$ cat src/rtl/col_norm_sq_acc_if.sv
// Handshake bundle for the column-energy stage: element input stream
// towards the accumulator and column-sum output stream towards the sqrt unit.
interface col_norm_sq_acc_if #(
    parameter int DATA_W = 16,
    parameter int ACC_W  = 33,
    parameter int CIDX_W = 2
);
    logic                     in_valid;
    logic                     in_ready;
    logic signed [DATA_W-1:0] in_re;
    logic signed [DATA_W-1:0] in_im;
    logic                     out_valid;
    logic                     out_ready;
    logic [ACC_W-1:0]         out_sumsq;
    logic                     out_sat;
    logic [CIDX_W-1:0]        out_col_idx;
    logic                     out_last_col;

    // Producer of elements / consumer of column sums.
    modport master (
        output in_valid, in_re, in_im, out_ready,
        input  in_ready, out_valid, out_sumsq, out_sat, out_col_idx, out_last_col
    );

    // The column-energy stage itself.
    modport slave (
        input  in_valid, in_re, in_im, out_ready,
        output in_ready, out_valid, out_sumsq, out_sat, out_col_idx, out_last_col
    );
endinterface

$ cat src/rtl/col_norm_sq_acc.sv
// Streaming column energy: sums re^2 + im^2 over ROWS elements per column
// and hands the saturated sum to the square-root stage. One stall term
// (adv) freezes both pipeline stages while the output is held.
module col_norm_sq_acc #(
    parameter int DATA_W = 16,
    parameter int ROWS   = 4,
    parameter int COLS   = 4,
    parameter int ACC_W  = 33
) (
    input  logic             clk,
    input  logic             rst,
    col_norm_sq_acc_if.slave bus
);
    localparam int SQ_W   = 2 * DATA_W;
    localparam int RCNT_W = (ROWS > 1) ? $clog2(ROWS) : 1;
    localparam int CIDX_W = (COLS > 1) ? $clog2(COLS) : 1;
    localparam logic [ACC_W-1:0]  ACC_MAX  = '1;
    localparam logic [RCNT_W-1:0] ROW_LAST = RCNT_W'(ROWS - 1);
    localparam logic [CIDX_W-1:0] COL_LAST = CIDX_W'(COLS - 1);

    // |x|^2 of one complex element; fits SQ_W unsigned bits even for the
    // (-2^(DATA_W-1), -2^(DATA_W-1)) corner, which gives exactly 2^(SQ_W-1).
    function automatic logic [SQ_W-1:0] cplx_energy(
        input logic signed [DATA_W-1:0] re,
        input logic signed [DATA_W-1:0] im
    );
        logic signed [SQ_W-1:0] re_x, im_x, re2, im2;
        re_x = $signed({{DATA_W{re[DATA_W-1]}}, re});
        im_x = $signed({{DATA_W{im[DATA_W-1]}}, im});
        re2  = re_x * re_x;
        im2  = im_x * im_x;
        return $unsigned(re2) + $unsigned(im2);
    endfunction

    // Saturating accumulate; returns {sat, value}. sat is sticky via sat_in.
    function automatic logic [ACC_W:0] sat_accum(
        input logic [ACC_W-1:0] acc,
        input logic [SQ_W-1:0]  sq,
        input logic             sat_in
    );
        logic [ACC_W:0] sum;
        sum = {1'b0, acc} + (ACC_W+1)'(sq);
        if (sum[ACC_W]) return {1'b1, ACC_MAX};
        return {sat_in, sum[ACC_W-1:0]};
    endfunction

    logic              adv;
    logic              accept;
    logic [RCNT_W-1:0] row_cnt_q;
    logic [CIDX_W-1:0] col_cnt_q;
    logic [SQ_W-1:0]   sq_p1_q;
    logic              vld_p1_q, first_p1_q, last_p1_q;
    logic [ACC_W-1:0]  acc_p2_q, acc_p2_d;
    logic              sat_p2_q, sat_p2_d;
    logic              out_valid_q, out_sat_q, out_last_q;
    logic [ACC_W-1:0]  out_sumsq_q;
    logic [CIDX_W-1:0] out_idx_q;

    assign adv          = !(out_valid_q && !bus.out_ready);
    assign accept       = bus.in_valid && adv;
    assign bus.in_ready = adv;

    // Stage 1: square the accepted element and tag its row position.
    always_ff @(posedge clk or posedge rst) begin
        if (rst) begin
            row_cnt_q  <= '0;
            sq_p1_q    <= '0;
            vld_p1_q   <= 1'b0;
            first_p1_q <= 1'b0;
            last_p1_q  <= 1'b0;
        end else if (adv) begin
            vld_p1_q <= bus.in_valid;
            if (bus.in_valid) begin
                sq_p1_q    <= cplx_energy(bus.in_re, bus.in_im);
                first_p1_q <= (row_cnt_q == '0);
                last_p1_q  <= (row_cnt_q == ROW_LAST);
            end
            if (accept) row_cnt_q <= (row_cnt_q == ROW_LAST) ? '0 : row_cnt_q + 1'b1;
        end
    end

    // Stage 2 next state: row 0 restarts the column, others add with clamp.
    always_comb begin
        acc_p2_d = ACC_W'(sq_p1_q);
        sat_p2_d = 1'b0;
        if (!first_p1_q) {sat_p2_d, acc_p2_d} = sat_accum(acc_p2_q, sq_p1_q, sat_p2_q);
    end

    // Stage 2: column accumulator and sticky saturation flag.
    always_ff @(posedge clk or posedge rst) begin
        if (rst) begin
            acc_p2_q <= '0;
            sat_p2_q <= 1'b0;
        end else if (adv && vld_p1_q) begin
            acc_p2_q <= acc_p2_d;
            sat_p2_q <= sat_p2_d;
        end
    end

    // Output register: loads on a column's last row, otherwise drains on handshake.
    always_ff @(posedge clk or posedge rst) begin
        if (rst) begin
            out_valid_q <= 1'b0;
            out_sumsq_q <= '0;
            out_sat_q   <= 1'b0;
            out_idx_q   <= '0;
            out_last_q  <= 1'b0;
            col_cnt_q   <= '0;
        end else if (adv && vld_p1_q && last_p1_q) begin
            out_valid_q <= 1'b1;
            out_sumsq_q <= acc_p2_d;
            out_sat_q   <= sat_p2_d;
            out_idx_q   <= col_cnt_q;
            out_last_q  <= (col_cnt_q == COL_LAST);
            col_cnt_q   <= (col_cnt_q == COL_LAST) ? '0 : col_cnt_q + 1'b1;
        end else if (out_valid_q && bus.out_ready) begin
            out_valid_q <= 1'b0;
        end
    end

    assign bus.out_valid    = out_valid_q;
    assign bus.out_sumsq    = out_sumsq_q;
    assign bus.out_sat      = out_sat_q;
    assign bus.out_col_idx  = out_idx_q;
    assign bus.out_last_col = out_last_q;
endmodule
$ cat src/flat_wrapper.sv
// flat-port wrapper written by rule: the top's interface ports become plain ports
module col_norm_sq_acc_flat 
#(
    parameter int DATA_W = 16,
    parameter int ROWS   = 4,
    parameter int COLS   = 4,
    parameter int ACC_W  = 33
)
  (clk, rst, bus_in_valid, bus_in_re, bus_in_im, bus_out_ready, bus_in_ready, bus_out_valid, bus_out_sumsq, bus_out_sat, bus_out_col_idx, bus_out_last_col);
  col_norm_sq_acc_if #(.DATA_W(DATA_W), .ACC_W(ACC_W)) bus_i ();
  input  logic clk;
  input  logic rst;
  input wire logic [$bits(bus_i.in_valid)-1:0] bus_in_valid;
  input wire logic [$bits(bus_i.in_re)-1:0] bus_in_re;
  input wire logic [$bits(bus_i.in_im)-1:0] bus_in_im;
  input wire logic [$bits(bus_i.out_ready)-1:0] bus_out_ready;
  output wire logic [$bits(bus_i.in_ready)-1:0] bus_in_ready;
  output wire logic [$bits(bus_i.out_valid)-1:0] bus_out_valid;
  output wire logic [$bits(bus_i.out_sumsq)-1:0] bus_out_sumsq;
  output wire logic [$bits(bus_i.out_sat)-1:0] bus_out_sat;
  output wire logic [$bits(bus_i.out_col_idx)-1:0] bus_out_col_idx;
  output wire logic [$bits(bus_i.out_last_col)-1:0] bus_out_last_col;
  assign bus_i.in_valid = bus_in_valid;
  assign bus_i.in_re = bus_in_re;
  assign bus_i.in_im = bus_in_im;
  assign bus_i.out_ready = bus_out_ready;
  assign bus_in_ready = bus_i.in_ready;
  assign bus_out_valid = bus_i.out_valid;
  assign bus_out_sumsq = bus_i.out_sumsq;
  assign bus_out_sat = bus_i.out_sat;
  assign bus_out_col_idx = bus_i.out_col_idx;
  assign bus_out_last_col = bus_i.out_last_col;
  col_norm_sq_acc #(.DATA_W(DATA_W), .ROWS(ROWS), .COLS(COLS), .ACC_W(ACC_W)) u_core (.clk(clk), .rst(rst), .bus(bus_i));
endmodule
$ cat config.mk
export PLATFORM = sky130hd
export DESIGN_NAME = col_norm_sq_acc_flat
export DESIGN_NICKNAME = d
export VERILOG_FILES = /design/src/rtl/col_norm_sq_acc_if.sv /design/src/rtl/col_norm_sq_acc.sv /design/src/flat_wrapper.sv
export SDC_FILE = /design/constraint.sdc
export NUM_CORES = 2
export LEC_CHECK = 0
export CORE_ASPECT_RATIO = 1.5
export CORE_MARGIN = 10
export CORE_UTILIZATION = 60
export DETAILED_ROUTE_END_ITERATION = 7
export PLACE_DENSITY_LB_ADDON = 0.08
export REMOVE_ABC_BUFFERS = 1
export SYNTH_ARGS = -nofsm -noshare
export SYNTH_HDL_FRONTEND = slang
export SYNTH_SLANG_ARGS = --single-unit
export TNS_END_PERCENT = 100
$ cat constraint.sdc
create_clock -name clk -period 4.95 [get_ports clk]
set_clock_uncertainty 0.05 [all_clocks]
set_input_delay 0.99 -clock clk [delete_from_list [all_inputs] [get_ports clk]]
set_output_delay 0.99 -clock clk [all_outputs]
set_load 0.1 [all_outputs]
met1.png
(1.5 px per um) Supply wires on this layer in gray.
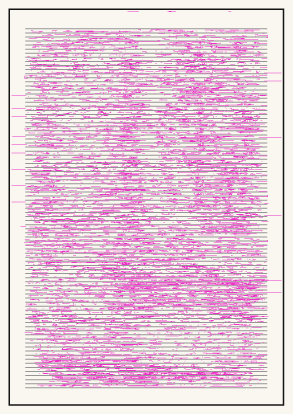
longest straight run: 40.0 um
share of all routed wire: 35%
wire length on this layer: 22.6 mm
main direction: horizontal
nets with wire on the layer: 3407
via count: 18100
grt met1 use: 30.6%
drt total wl: 63700 um

gate_families.png
(2 px per um)
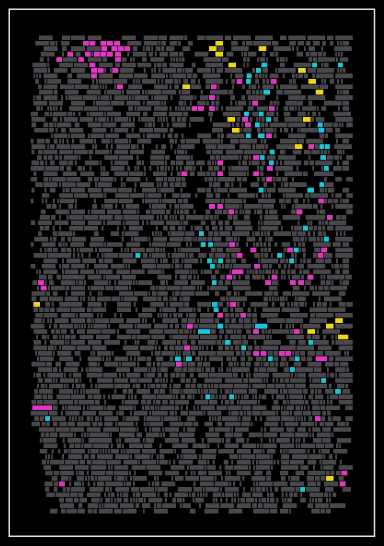
[multiplexers] yellow | cells: 19 | most used: mux2_2
[XOR/XNOR gates] magenta | cells: 84 | most used: xnor2_1
[AND-OR and OR-AND gates] cyan | cells: 57 | most used: a21o_1

zoom.png
Region (76, 169) to (106, 199) um. Cells in gray, sequential cells in the stronger gray; small squares are vias.
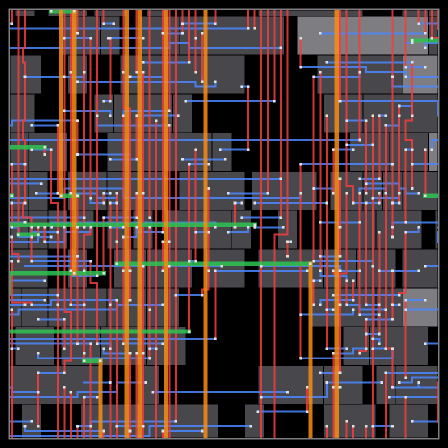
[met4] orange
[met1] blue
[met3] green
[met2] red
netlist names of flops here include: u_core.sq_p1_q (1)
most frequent: buf_4 (17), inv_1 (8)
cells with their middle in the window: 72
sequential cells in the window: 1

metal_stack.png
(1.5 px per um) Only two layers are drawn.
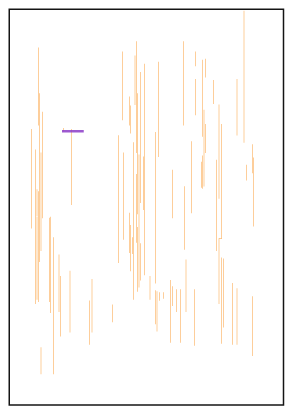
[met5] purple | wire length: 12.9 um
[met4] orange | wire length: 3620 um

-- through the flow --
step,setup slack [ns],cells
3_5_place_dp,-3.80,3260
4_1_cts,-2.80,3344
3_3_place_gp,-3.74,3260
6_report,-2.75,3366
5_1_grt,-2.88,3366
2_1_floorplan,-3.40,2385
-- logic make-up after synthesis --
logic type	Yosys count
fa+ha+maj	707
mux	19
buf+inv	725
flops	111
compound gates	276
other cells	1
simple gates	533
xor+xnor	84
-- repair_timing --
item                       CTS  global route
resized                    397           142
buffers inserted            61            23
cloned                       9             1
setup endpoints to repair   27            27
pin swaps                  178           120
-- metal layers --
metal / vias up / wire length (um) / GRT usage (%)
li1: 8208 / - / -
met1: 9200 / 22600 / 30.6
met2: 493 / 34700 / 50.2
met3: 176 / 2730 / 2.38
met4: 2 / 3620 / 12.6
met5: - / 12 / 0
-- area by class of cell --
| class | instances | area (um2) | share of cell area, % |
|---|---|---|---|
| repair buffers | 470 | 4310 | 14.6 |
| well taps | 495 | 619 | 2.09 |
| multi-input cells | 1620 | 19100 | 64.6 |
| inverters | 654 | 2480 | 8.37 |
| flip-flops and latches | 111 | 2780 | 9.38 |
| clock inverters | 7 | 77.6 | 0.262 |
| clock buffers | 9 | 225 | 0.760 |
-- registers in the layout, summed over array words and instances, names as in the netlist --
register / cells
u_core.last_p1_q: 1
u_core.bus.out_sat: 1
u_core.row_cnt_q: 2
u_core.bus.out_valid: 1
u_core.sat_p2_q: 1
u_core.col_cnt_q: 2
u_core.bus.out_col_idx: 2
u_core.bus.out_sumsq: 33
u_core.sq_p1_q: 32
u_core.vld_p1_q: 1
u_core.bus.out_last_col: 1
u_core.acc_p2_q: 33
u_core.first_p1_q: 1
==> results.cfg <==
; yosys + openroad results
[cells_and_area]
area_growth_pct = 25.6
final_cell_area_mm2 = 0.0296
diodes = 0
fin_nets = 3609

[synthesis]
synth_area_per_cell_um2 = 9.60
mux_area_share_pct = 0.902
synthDistinctLibCells = 59
syn_area_mm2 = 0.0236
yosys.area_share.aoi_pct = 7.96
yosys_area_mm2 = 0.0236
synth_top_area_share_pct = 44.2
ys_warn_count = 0
netlist_instances = 2456

[placement]
gp_congestion = 0.993

[status]
status = complete, but fails checks
violations = setup timing

[worst_setup_path]
worstReg2RegStart = u_core.sq_p1_q[2]$_DFFE_PP0P_
end_kind = flip-flop
ff2ff_setup_slack_ns = 1.02
arrival_ns = 7.85
max_stage_delay_ns = 0.58
crit_buf_inv = 9
crit_path_start_kind = input pin
path_depth = 26
crit_path_frequent_cell = fa_1

[final_timing]
fin_crit_sh_pct = 156
setup_ws_ns = -2.75
max_freq_mhz = 130
setup_violations = 27
rsz0062_at_grt = yes

[clocking]
clock-sinks = 111
ctsHoldBuffers = 0
cts_buffer_depth = 2
cts_max_level = 3

[job]
warnings = 39

[die]
die_x_um = 182
core_area_mm2 = 0.0386
initCoreUtil_pct = 61.0
die_y_um = 263

[worst_hold_path]
holdPathEnd = u_core.bus.out_sat$_DFFE_PP0P_

[detailed_routing]
ant_nets = 0
drt_pass1_iterations = 5
dr.first_iter.drc_count = 791

[grt]
grt_pass1_wl_um = 104000
antenna_found_initial = 1
